**Routed metal per tile**

Scale bar: 20 um. 23 x 28 tiles, from black (low) to pale yellow (high), scaled to the fullest tile. Values are wire area over tile area, all layers added.
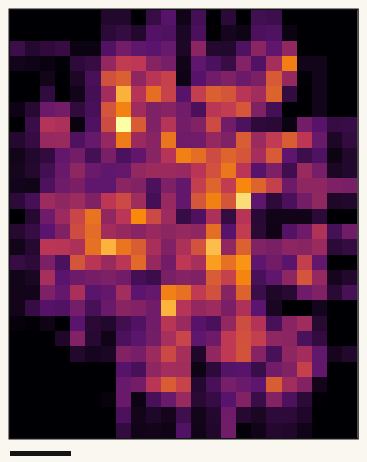
**Cell placement**

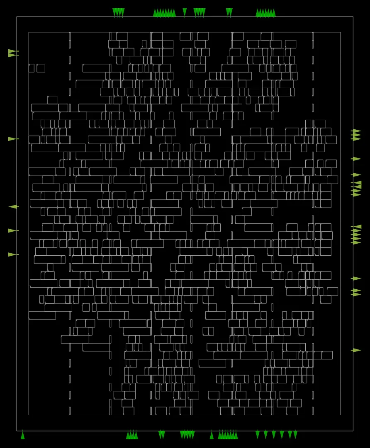
**Zoomed window**

Scale bar: 20 um. Window x 4 to 54, y 10 to 60 um. Cells in gray, sequential cells in the stronger gray; small squares are vias.
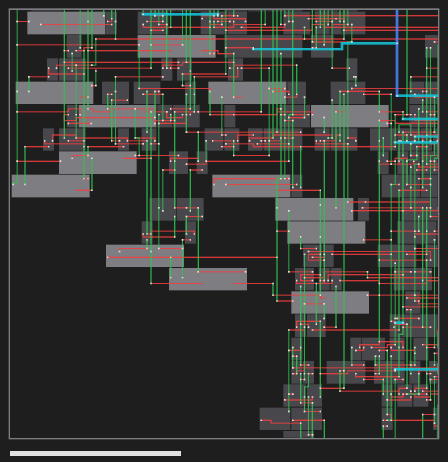
**Sequential cells colored by netlist name**

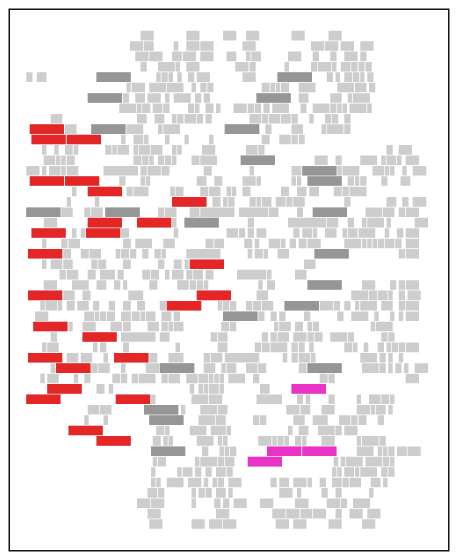
Design bcd_stopwatch, sky130hd; sources not shown.
==> out/results.ini <==
[outcome]
status=complete, no violations

[clock_network]
max-clock-path-buffers=2
postCtsHoldBufs=0
insertion_delay_ns=0.30
cts_resized=0
numClockSinks=52
cts-root-buf=clkbuf_16
htreeDepth=2
clk_pin_slew_ns=0.07
tritoncts=built

[worst_setup_path]
setup.worst_path.class=input pin to register
ff2ff_setup_slack_ns=3.43
worst_ep_required_time_ns=6.94
endpoint_kind=register
cp_top_family=AND-OR/OR-AND gates
critical_path_depth=7
cp_max_fo=22
critPathMaxStageDelay_ns=0.84
crit_arrival_ns=3.92

[synthesis]
ys_cells=692
aoi_share=0.249
synthTopLogicFamily=simple AND/OR/NAND/NOR gates
synth-edff-count=0
yosys.area.top_type=dfrtp_1
fa_ha_area_frac=0.102
syn_area_per_cell_um2=7.60
xor_share=0.0416
yosysChipArea_um2=5260
ys_seq_frac=0.247
simple_gate_area_frac=0.283
ys_types=75
yosys-top-cells-count=nor2_1, a21oi_1, nand2_1, dfrtp_1, ha_1
synth_warnings=0

[floorplan]
fp_util=0.379
die_w_um=115
rows=48
io_pins=76

[pwr]
power.density_nw_per_um2=177
power.group.top=combinational logic
p_seq_frac=0.354
comb_power_share=0.409
comb_power_uw=452
leakagePower_uw=0.00238
p_sw_frac=0.382
peakVddDrop_uv=77.8
power_uw=1100

[detailed_routing]
drt_first_iter_violations=367
wl_met3_um=536
routed.top_layer=met4
dr.pass1.iters=6
wl_met1_um=6780
detail-route-antenna-nets=0
drc=0

[cells_and_area]
final-clk-cell-share=0.0233
flops=52
comb_share=0.593
buf_share=0.124
n_antenna_cell=0
dominant_cells=multi-input combinational cells
stdcell_count=914
final_layout_size_suffix_gt1_frac=0.0528
largest_reg_flops=26
area_growth_syn_to_layout_pct=18.4
nets=813

[global_routing]
use_met1=0.243
busiest_layer=met2
antenna_found_initial=0
grt_use_met3=0.0192
grt_pass1_vias=5003

[sta]
slew_headroom=0.290
finalSetupTns_ns=0
hold_viol=0
worst_pin_slew_ns=1.06
drv_slew=0
finalWorstSetupSlack_ns=3.02
timing.final.crit_share=0.549

[flow_run]
cap_viol_max_count=0

[place]
portBuffers=74
hpwl_um=11200
place_area_um2=6080

[worst_hold_path]
worstHoldPathType=input pin to asynchronous set/reset pin

Notes on 'routed metal per tile' above:
14% of the tiles are over half the peak. The fullest tile reaches 0.58. The mean over all tiles is 0.15.
Vias: 5245
WL/cell: 16.7 um
GRT Util Overall: 0.185
final wirelength: 15200 um

Notes on 'cell placement' above:
Core ar.: 13900 um2
Seq area share: 0.209

Notes on 'zoomed window' above:
M1: marked red. M3: marked cyan. M2: marked green. M4: marked blue.
Most frequent: nor2_1 (19), dfrtp_1 (14). 104 logic cells have their middle in the window. Sequential cells in the window: 14.

Notes on 'sequential cells colored by netlist name' above:
u_h0.q: marked magenta, sequential cells 4. pre: marked red, sequential cells 26, where middle left.
Seq power: 390 uW
Reg area: 1300 um2

==> worst reg2reg max path: cells and delay by family (launching register included) <==
family,cells,cell delay [ns]
compound gates,3,1.40
simple gates,3,1.36
flops,1,0.45
==> placed cells by master, fill, tap and decap left out, types with 4 or more instances in the layout <==
master,count
a21oi_1,67
nand4_1,13
clkbuf_16,5
clkdlybuf4s50_1,73
nand3_1,29
xnor2_1,11
nor3_1,30
nor2b_1,6
nor4_1,6
nor3b_1,5
xor2_1,14
inv_1,24
nand2_1,60
a31oi_1,12
and3_1,7
nor2_1,92
a211oi_1,6
mux2i_1,11
nand2b_1,6
ha_1,43
o21a_1,7
a22oi_1,9
a211o_1,4
and4_1,5
buf_4,5
o211ai_1,10
dfrtp_1,52
o21ai_0,39
o22ai_1,5
o31ai_1,5
Power figures rest on the tool's default switching activity, not on a simulated workload.
